Signal wires on met1:
The bar under the picture is 50 um long.
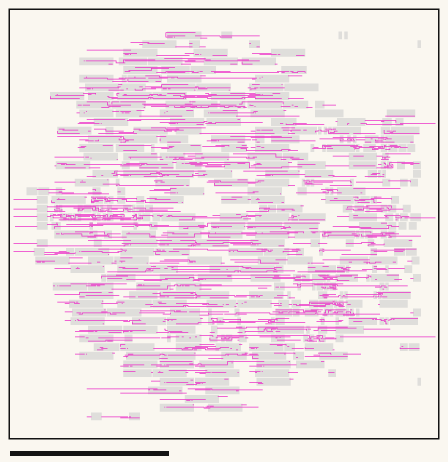
Drive-strength map:
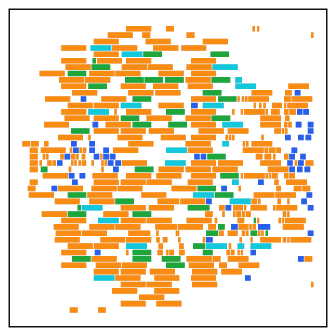
Clock nets:
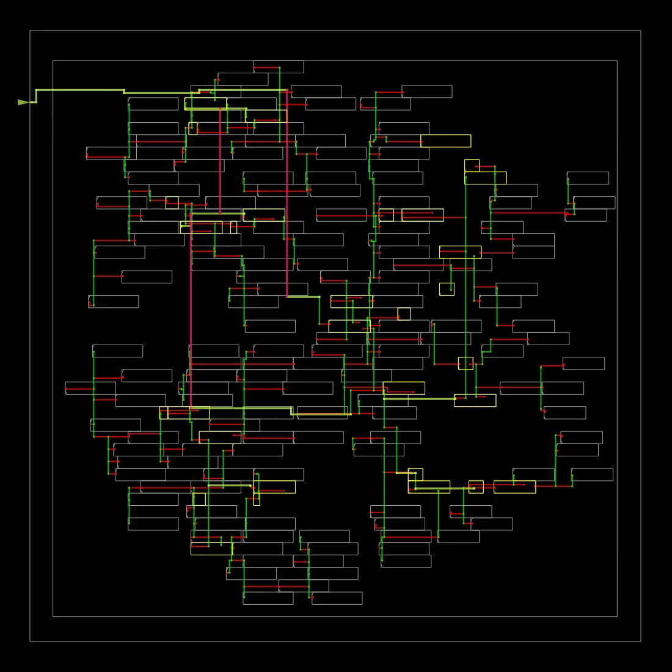
==> config.mk <==
export PLATFORM = sky130hd
export DESIGN_NAME = instruction_fetch_unit
export DESIGN_NICKNAME = d
export VERILOG_FILES = /design/src/rtl/fetch_pkg.sv /design/src/rtl/instruction_fetch_unit_rom.sv /design/src/rtl/instruction_fetch_unit.sv
export SDC_FILE = /design/constraint.sdc
export NUM_CORES = 1
export LEC_CHECK = 0
export ABC_AREA = 0
export CAP_MARGIN = 20
export CORE_MARGIN = 5
export CORE_UTILIZATION = 40
export DETAILED_ROUTE_END_ITERATION = 6
export HOLD_SLACK_MARGIN = 0.1
export SYNTH_ARGS = -nofsm -noshare
export SYNTH_HDL_FRONTEND = slang
export SYNTH_SLANG_ARGS = --single-unit
export TNS_END_PERCENT = 20
==> constraint.sdc <==
create_clock -name oscillator -period 3.7 [get_ports oscillator]
set_clock_uncertainty 0.15 [all_clocks]
set_input_delay 0.925 -clock oscillator [delete_from_list [all_inputs] [get_ports oscillator]]
set_output_delay 0.925 -clock oscillator [all_outputs]
set_load 0.1 [all_outputs]
==> commit_impl_results.txt <==
Refresh implementation metrics

- The layout has roughly 1,300 filler cells.
- The most common cell in the synthesized netlist is edfxtp_1.
* Transition time at the pin with the least slew margin: 679 ps
* Critical path startpoint category: flip-flop
- Bufs and invs on worst path: 0
- Slew Limit Headroom: 54.7%
- Number of buffers added on ports: 38
- H-Tree Level Count: 4
* Area figure in the yosys stat output: 6200 um^2
* Largest net degree at the start of global routing: 27
* Met2 global-route usage: 21.2%
- Count of cell instances traversed by the critical path: 13
* Proportion of power drawn by flip-flops and latches: 40.1%
- The finished layout reports a core utilization of 48.6%.
- The number of hold buffers added after CTS was 0.
- Per the synthesis report, the dominant area consumer among library cells is edfxtp_1.
* Final Max Slew Viols: 0
- The internal portion of the total power is 0.00344 W.
- After detailed routing, the met2 layer carries 5.57 mm of wire.
- Layout clock area frac: 7.41%
- Via count of the first global-routing pass: roughly 3,300
* Post-cts sizing count: 0
* Top non-seq family: multiplexers
- Number of synthesized register bits: roughly 150
- The number of antenna violations at the first check in global routing is 0.
* GR met3 Demand/Resource: 4.21%
- Final TNS setup: 0 ps
- In the final layout, the share of cells above drive strength 1 is ~28%.
* Cell Type Count: around 42
* Hold Violations, Final: 0
- Arrival time of the worst setup path: 3480 ps
- Hold Path Cell Cnt: 2
- STA lists the maximum fanout along the critical path as 13.
- Length of routed wiring on met1: 5.57 mm
* Switching Share: 35.5%
- Unrepaired setup endpoints after global routing: no
* Total die area: 18,100 um^2
* Share of synthesized area occupied by flip-flops and latches: between 70 and 80%
- Non-filler instance count after layout: 610
- Before placement the cells fill 40.8% of the core.
- The flow ran to the end, and the final reports show no timing, DRC or antenna violations.
- Per the detail_route log, the uppermost layer with routed signals is met4.
* Routed wl met3: a little over 700 um
- Worst slack on hold paths: approximately 330 ps
* Die Wd: 134 um
- Leakage component of the power: 2.61 nW
- Combinational logic burns 30.0% of the power.
* Tool warning count: 26
- Worst path required time: 3850 ps
- For this run, the detailed router's first-pass iteration total came to 5.
- The worst setup path is of the flip-flop to flip-flop kind.
* Comb gate area: 1570 um^2
- Synth Area in Simple Gates: 6.48%
* CTS Root Cell: clkbuf_16
- Subtracting the final worst setup slack from the clock period gives between 3000 and 4000 ps.
- Ranked by instance count, the synthesized netlist is headed by 128 x edfxtp_1, 39 x nand2_1, 32 x mux4_2.
* Number of DRC markers after the initial detailed-route iteration: around 290
* Prevailing post-synth register cell: edfxtp_1
## Picture notes: 'signal wires on met1'
share of all routed wire	47%
wire length on this layer	5,570 um
met1 Use GR: 20.6%
total detailed-routing wirelength: 12.0 mm
count of vias placed by the detailed router: 3,125

## Picture notes: 'drive-strength map'
size	color	cells	most used
_0 and _1 cells	orange	303	edfxtp_1
_3 and _4 cells	blue	54	buf_4
_6 and larger	cyan	22	clkbuf_16
_2 cells	green	43	mux4_2
Final Cell Area: 7390 um^2
count of plain and timing-repair buffers in the layout: 64

## Picture notes: 'clock nets'
power consumed by the clock network: 0.00159 W
number of sequential cells: 154
TritonCTS Buffers: 17
clock buffer instance count of the final layout: 18

No activity file was given, so power comes from the tool's default toggle rates.
